--- src/rtl/distance_unloader_if.sv ---
// ---------------------------------------------------------------------------
// distance_unloader_if
//   Bundles every non-clock signal of distance_unloader: the solver trigger
//   levels, the output-memory read port, the valid/ready result stream and
//   the status/statistics outputs.
//
//   Signals:
//     Finish, NegCycle  solver levels from bellmanford
//     OMAR / OMDR       output-memory read address / combinational read data
//     OutValid/OutReady stream handshake
//     OutData/OutIndex  distance and its node index
//     OutLast           marks the word for the final node
//     Reachable/MaxDist summary statistics
//     NegFlag / Done    status
//
//   Modports:
//     master  the unloader side
//     slave   the environment side (solver, memory, consumer)
// ---------------------------------------------------------------------------
interface distance_unloader_if #(
  parameter int ADDR_WIDTH = 13,
  parameter int DATA_WIDTH = 16
) ();

  logic                  Finish;
  logic                  NegCycle;
  logic [ADDR_WIDTH-1:0] OMAR;
  logic [DATA_WIDTH-1:0] OMDR;
  logic                  OutValid;
  logic                  OutReady;
  logic [DATA_WIDTH-1:0] OutData;
  logic [ADDR_WIDTH-1:0] OutIndex;
  logic                  OutLast;
  logic [ADDR_WIDTH:0]   Reachable;
  logic [DATA_WIDTH-1:0] MaxDist;
  logic                  NegFlag;
  logic                  Done;

  modport master (
    input  Finish, NegCycle, OMDR, OutReady,
    output OMAR, OutValid, OutData, OutIndex, OutLast,
           Reachable, MaxDist, NegFlag, Done
  );

  modport slave (
    output Finish, NegCycle, OMDR, OutReady,
    input  OMAR, OutValid, OutData, OutIndex, OutLast,
           Reachable, MaxDist, NegFlag, Done
  );

endinterface

--- src/rtl/distance_unloader.sv ---
// ---------------------------------------------------------------------------
// distance_unloader
//   Downstream stage of bellmanford. After Finish it walks the solver's
//   output memory from node 0 to NUM_NODES-1 and streams each distance with
//   its node index over valid/ready, accumulating the reachable-node count
//   and the largest finite distance. A NegCycle level (from IDLE or during
//   the scan) reports a negative cycle instead; that state is left only by
//   reset.
//
//   Ports:
//     clock  rising-edge clock
//     reset  asynchronous active-low reset
//     bus    distance_unloader_if.master (trigger, memory port, stream,
//            statistics and status)
// ---------------------------------------------------------------------------
module distance_unloader #(
  parameter int                    ADDR_WIDTH = 13,
  parameter int                    DATA_WIDTH = 16,
  parameter int                    NUM_NODES  = 8192,
  parameter logic [DATA_WIDTH-1:0] UNREACH    = 16'hFFFF
) (
  input logic               clock,
  input logic               reset,
  distance_unloader_if.master bus
);

  typedef enum logic [1:0] {
    ST_IDLE,
    ST_SCAN,
    ST_DONE,
    ST_NEG
  } state_e;

  localparam logic [ADDR_WIDTH-1:0] LAST_ADDR = ADDR_WIDTH'(NUM_NODES - 1);

  state_e                state_q;
  logic [ADDR_WIDTH-1:0] omar_q;
  logic                  out_valid_q;
  logic [DATA_WIDTH-1:0] out_data_q;
  logic [ADDR_WIDTH-1:0] out_index_q;
  logic                  out_last_q;
  logic [ADDR_WIDTH:0]   reachable_q;
  logic [DATA_WIDTH-1:0] max_dist_q;
  logic                  neg_flag_q;
  logic                  done_q;

  logic                  load;
  logic                  last_accept;
  logic                  entry_reachable;
  logic [ADDR_WIDTH-1:0] omar_d;

  // NOTE: every signal written in always_comb gets a value on every path
  // (defaults first), so no latch can be inferred.
  always_comb begin
    last_accept     = out_valid_q && bus.OutReady && out_last_q;
    // The output register is free when empty or being drained; once the
    // final word sits in it nothing more is fetched.
    load            = (state_q == ST_SCAN) && !bus.NegCycle &&
                      (!out_valid_q || bus.OutReady) &&
                      !(out_valid_q && out_last_q);
    entry_reachable = (bus.OMDR != UNREACH);
    // Saturate rather than wrap so OMAR never leaves the node range.
    omar_d          = (omar_q == LAST_ADDR) ? omar_q : omar_q + 1'b1;
  end

  // NOTE: sequential state uses non-blocking assignments only, so every
  // register samples pre-edge values regardless of statement order.
  always_ff @(posedge clock or negedge reset) begin
    if (!reset) begin
      state_q     <= ST_IDLE;
      omar_q      <= '0;
      out_valid_q <= 1'b0;
      out_data_q  <= '0;
      out_index_q <= '0;
      out_last_q  <= 1'b0;
      reachable_q <= '0;
      max_dist_q  <= '0;
      neg_flag_q  <= 1'b0;
      done_q      <= 1'b0;
    end else begin
      case (state_q)
        ST_IDLE: begin
          // NegCycle wins over a simultaneous Finish.
          if (bus.NegCycle) begin
            state_q    <= ST_NEG;
            neg_flag_q <= 1'b1;
            done_q     <= 1'b1;
          end else if (bus.Finish) begin
            state_q     <= ST_SCAN;
            omar_q      <= '0;
            reachable_q <= '0;
            max_dist_q  <= '0;
          end
        end

        ST_SCAN: begin
          if (bus.NegCycle) begin
            // Abort: statistics keep whatever was loaded so far.
            state_q     <= ST_NEG;
            out_valid_q <= 1'b0;
            neg_flag_q  <= 1'b1;
            done_q      <= 1'b1;
          end else if (last_accept) begin
            state_q     <= ST_DONE;
            out_valid_q <= 1'b0;
            done_q      <= 1'b1;
          end else if (load) begin
            out_valid_q <= 1'b1;
            out_data_q  <= bus.OMDR;
            out_index_q <= omar_q;
            out_last_q  <= (omar_q == LAST_ADDR);
            omar_q      <= omar_d;
            if (entry_reachable) begin
              reachable_q <= reachable_q + 1'b1;
              if (bus.OMDR > max_dist_q) max_dist_q <= bus.OMDR;
            end
          end
        end

        ST_DONE: begin
          if (!bus.Finish) begin
            state_q <= ST_IDLE;
            done_q  <= 1'b0;
          end
        end

        ST_NEG: begin
          // Sticky until reset.
        end

        default: state_q <= ST_IDLE;
      endcase
    end
  end

  assign bus.OMAR      = omar_q;
  assign bus.OutValid  = out_valid_q;
  assign bus.OutData   = out_data_q;
  assign bus.OutIndex  = out_index_q;
  assign bus.OutLast   = out_last_q;
  assign bus.Reachable = reachable_q;
  assign bus.MaxDist   = max_dist_q;
  assign bus.NegFlag   = neg_flag_q;
  assign bus.Done      = done_q;

endmodule

--- src/flat_wrapper.sv ---
// flat-port wrapper written by rule: the top's interface ports become plain ports
module distance_unloader_flat 
#(
  parameter int                    ADDR_WIDTH = 13,
  parameter int                    DATA_WIDTH = 16,
  parameter int                    NUM_NODES  = 8192,
  parameter logic [DATA_WIDTH-1:0] UNREACH    = 16'hFFFF
)
  (clock, reset, bus_Finish, bus_NegCycle, bus_OMDR, bus_OutReady, bus_OMAR, bus_OutValid, bus_OutData, bus_OutIndex, bus_OutLast, bus_Reachable, bus_MaxDist, bus_NegFlag, bus_Done);
  distance_unloader_if #(.ADDR_WIDTH(ADDR_WIDTH), .DATA_WIDTH(DATA_WIDTH)) bus_i ();
  input logic clock;
  input logic reset;
  input wire logic [$bits(bus_i.Finish)-1:0] bus_Finish;
  input wire logic [$bits(bus_i.NegCycle)-1:0] bus_NegCycle;
  input wire logic [$bits(bus_i.OMDR)-1:0] bus_OMDR;
  input wire logic [$bits(bus_i.OutReady)-1:0] bus_OutReady;
  output wire logic [$bits(bus_i.OMAR)-1:0] bus_OMAR;
  output wire logic [$bits(bus_i.OutValid)-1:0] bus_OutValid;
  output wire logic [$bits(bus_i.OutData)-1:0] bus_OutData;
  output wire logic [$bits(bus_i.OutIndex)-1:0] bus_OutIndex;
  output wire logic [$bits(bus_i.OutLast)-1:0] bus_OutLast;
  output wire logic [$bits(bus_i.Reachable)-1:0] bus_Reachable;
  output wire logic [$bits(bus_i.MaxDist)-1:0] bus_MaxDist;
  output wire logic [$bits(bus_i.NegFlag)-1:0] bus_NegFlag;
  output wire logic [$bits(bus_i.Done)-1:0] bus_Done;
  assign bus_i.Finish = bus_Finish;
  assign bus_i.NegCycle = bus_NegCycle;
  assign bus_i.OMDR = bus_OMDR;
  assign bus_i.OutReady = bus_OutReady;
  assign bus_OMAR = bus_i.OMAR;
  assign bus_OutValid = bus_i.OutValid;
  assign bus_OutData = bus_i.OutData;
  assign bus_OutIndex = bus_i.OutIndex;
  assign bus_OutLast = bus_i.OutLast;
  assign bus_Reachable = bus_i.Reachable;
  assign bus_MaxDist = bus_i.MaxDist;
  assign bus_NegFlag = bus_i.NegFlag;
  assign bus_Done = bus_i.Done;
  distance_unloader #(.ADDR_WIDTH(ADDR_WIDTH), .DATA_WIDTH(DATA_WIDTH), .NUM_NODES(NUM_NODES), .UNREACH(UNREACH)) u_core (.clock(clock), .reset(reset), .bus(bus_i));
endmodule
--- config.mk ---
export PLATFORM = sky130hd
export DESIGN_NAME = distance_unloader_flat
export DESIGN_NICKNAME = d
export VERILOG_FILES = /design/src/rtl/distance_unloader_if.sv /design/src/rtl/distance_unloader.sv /design/src/flat_wrapper.sv
export SDC_FILE = /design/constraint.sdc
export NUM_CORES = 1
export LEC_CHECK = 0
export CORE_MARGIN = 1.5
export CORE_UTILIZATION = 40
export CTS_CLUSTER_SIZE = 28
export DETAILED_ROUTE_END_ITERATION = 8
export MAX_ROUTING_LAYER = met4
export PLACE_DENSITY = 0.66
export SYNTH_ARGS = -nofsm -noshare
export SYNTH_HDL_FRONTEND = slang
export SYNTH_SLANG_ARGS = --single-unit
export TNS_END_PERCENT = 10
--- constraint.sdc ---
create_clock -name clock -period 2.2 [get_ports clock]
set_input_delay 0.44 -clock clock [delete_from_list [all_inputs] [get_ports clock]]
set_output_delay 0.44 -clock clock [all_outputs]
set_load 0.05 [all_outputs]
==> results.txt, run 1 <==
fresh numbers from the pnr run: status=finished, final reports clean, Final Critical Period=2.17 ns, FFs w/ async S/R, synth=100%, final cell count without fillers=648, max incr delay on CP=0.58 ns, Final setup viols=0, number of cells in the yosys synthesis report=365, fmax=0.462 GHz, Comb. pwr=roughly 0.0046 W, NetSw=0.00362 W, Post-Synthesis Cell Area=between 3000 and 4000 µm², met2 GRT Util=30.2%, ClkCell Share=4.15%, first-pass iteration count of the detailed router=4, crit-path cells=inv_2, ha_4, nand2_4, or4_4, o2bb2ai_2, a211o_1, buf_12, mux2i_1, MUX share of area=12.8%, R2R setup slack=roughly 0.034 ns, routed wl met3=314 µm, drt initial violations=74, final wirelength=between 9000 and 10,000 µm, worst slew pin tran=0.559 ns, post-synthesis register bit count=approximately 80, Clock Path Buffers=2
[run 1: what timing repair did]
action | 4_1_cts | 5_1_grt
cloned | 0 | 1
hold buffers | 1 | 0
gates resized | 8 | 39
setup endpoints to repair | 25 | 29
buffers inserted | 0 | 2
pin swaps | 2 | 9
endpoints found under the hold margin | 21 | 0
[run 1: synth_stat cells, types with 3 or more instances]
cell      number
a21o_1         4
xnor2_1       11
dfrtp_1       78
or3_1          3
inv_1         28
ha_1          22
a31oi_1        3
nor2_1        28
o21ai_1        5
nand2b_1       5
mux2_2        29
mux2i_1       17
o21ai_0        7
nor3_1         4
buf_2          3
a21oi_1       12
clkbuf_1       5
xor2_1         8
nand2_1       37
nand4_1       11
nand3_1       16
Fig. 1: run 1, clock nets
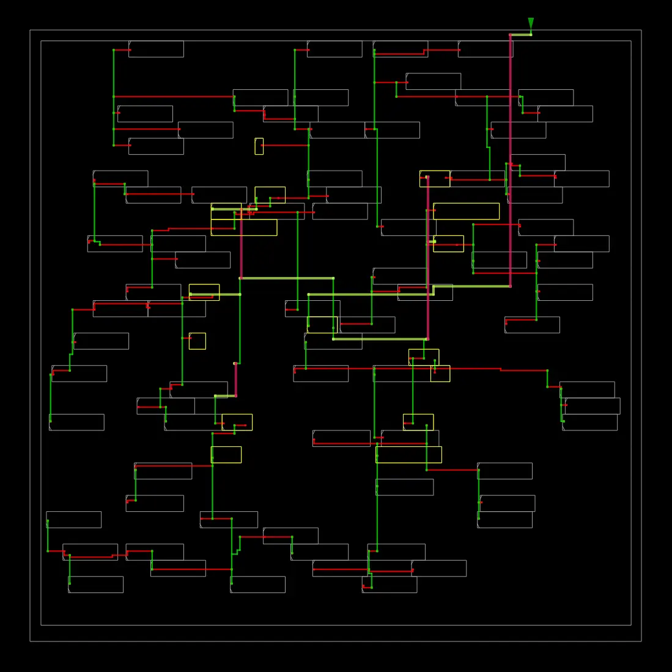
Clock group: 0.00133 W
clock buf count: 11
CTS Buf Count: 9

Fig. 2: run 1, sequential cells colored by netlist name
(4 px per µm) Other sequential cells in the stronger gray, the rest of the logic in the fainter gray.
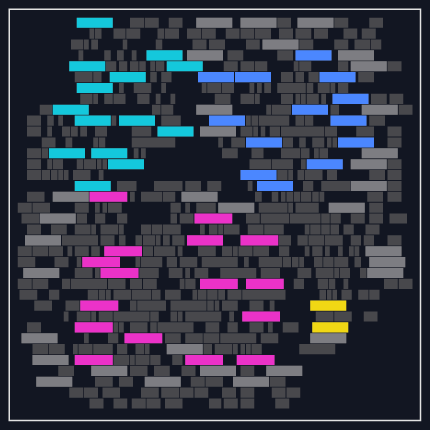
legend:
  magenta:
    signal: u_core.bus.MaxDist
    sequential_cells: 16
  cyan:
    signal: u_core.bus.Reachable
    sequential_cells: 14
    where: top left
  blue:
    signal: u_core.bus.OMAR
    sequential_cells: 13
  yellow:
    signal: u_core.state_q
    sequential_cells: 2
Seq area share: 33.0%
Final Util: 61.6%
register area: 1970 µm²
P_seq: 0.00220 W

Fig. 3: run 1, routed metal per tile
(4 px per µm) The die is cut into 20 by 20 equal tiles; black is low, pale yellow is high, scaled to the fullest tile. Values are wire area over tile area, all layers added.
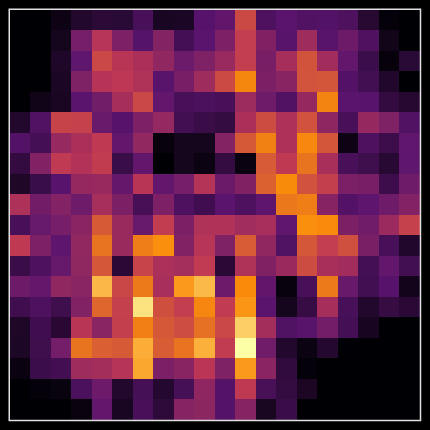
nearly empty tiles: 11%
tiles over half the peak: 21%
mean over tiles: 0.15
WL/cell: 15.3 µm
total global-route track usage: 19.5%
Vias: 3,284

Fig. 4: run 1, drive-strength map
(4 px per µm)
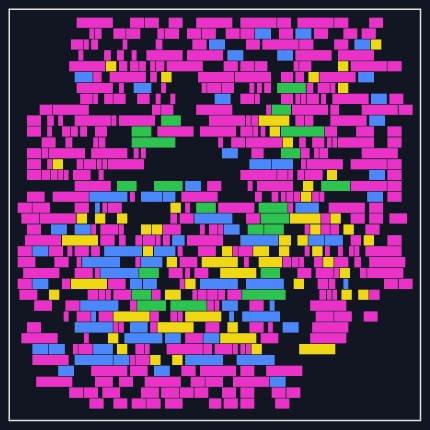
legend:
  green:
    size: drive 6 and up
    cells: 21
    share: 4.1%
  magenta:
    size: drive 1 or less
    cells: 372
    share: 72%
  blue:
    size: drive 2
    cells: 65
    share: 13%
  yellow:
    size: drive 3 to 4
    cells: 56
    share: 11%
Non-clock buffers: 144
layout overhead on the synthesized area: 50.7%
Final WS setup: 0.0335 ns
final instance area: 5960 µm²

==> run 2: changes to the inputs <==
- MAX_ROUTING_LAYER: met4 -> not set
Fig. 5: run 2, M3 wires
(4 px per µm)
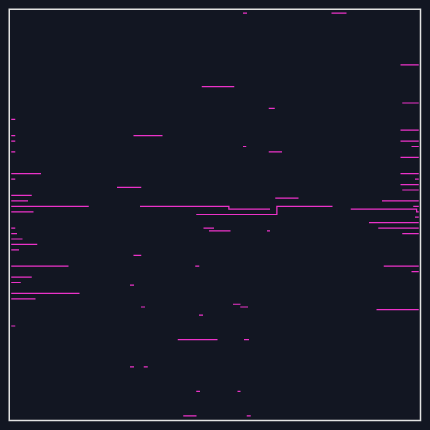
wire length on this layer: 345 µm
longest straight run: 22.1 µm
share of all routed wire: 3.5%

==> results.txt, run 2 <==
fresh numbers from the pnr run: Final Util=61.6% (unchanged), Comb. pwr=0.00455 W (about the same), Post-Synthesis Cell Area=3960 µm² (unchanged), routed wl met3=345 µm (was 314 µm), Seq area share=33.0% (unchanged), commonest cells in the netlist=78 x dfrtp_1, 37 x nand2_1, 29 x mux2_2, 28 x inv_1, 28 x nor2_1 (unchanged), status=finished, final reports clean (unchanged), clock buf count=11 (unchanged), total global-route track usage=18.9% (was 19.5%), FFs w/ async S/R, synth=100% (unchanged), Final setup viols=0 (unchanged), first-pass iteration count of the detailed router=4 (unchanged), WL/cell=15.3 µm (about the same), Non-clock buffers=144 (unchanged), fmax=0.460 GHz (was 0.462 GHz), Final WS setup=0.0276 ns (was 0.0335 ns), Post-CTS Resized=8 (unchanged), drt initial violations=76 (was 74), post-cts hold-fix buffer tally=1 (unchanged), max incr delay on CP=0.58 ns (about the same), crit-path cells=inv_2, ha_4, nand2_4, or4_4, o2bb2ai_2, a211o_1, buf_12, mux2i_1 (unchanged), final wirelength=9910 µm (was 9930 µm), MUX share of area=12.8% (unchanged), Setup Fix Bufs, Post-CTS=0 (unchanged), post-synthesis register bit count=78 (unchanged), register area=1970 µm² (unchanged), final cell count without fillers=648 (unchanged), met2 GRT Util=30.2% (about the same), P_seq=0.00220 W (about the same), worst slew pin tran=0.559 ns (about the same), CTS Buf Count=9 (unchanged), most common cell in the netlist=dfrtp_1 (unchanged)
-- run 2: final timing paths --
path	depth (start not counted)	endpoint	from	slack (ns)
min reg2reg	1	u_core.bus.NegFlag	u_core.bus.NegFlag	0.46
max	8	u_core.bus.MaxDist[10]	u_core.state_q[1]	0.03
min in group asynchronous	2	u_core.bus.OutIndex[6]	reset	0.52
max in group asynchronous	3	u_core.bus.MaxDist[15]	reset	1.05
max reg2reg	8	u_core.bus.MaxDist[10]	u_core.state_q[1]	0.03
min	3	u_core.bus.MaxDist[4]	bus_OMDR[4]	0.43
-- run 2: logic make-up (layout without fill, tap and decap cells) --
group	after synthesis	after routing
compound gates	44	44
xor+xnor	19	19
mux	47	47
fa+ha+maj	22	22
buf+inv	39	188
flops	78	78
other cells	0	1
simple gates	116	116
No activity file was given, so power comes from the tool's default toggle rates.
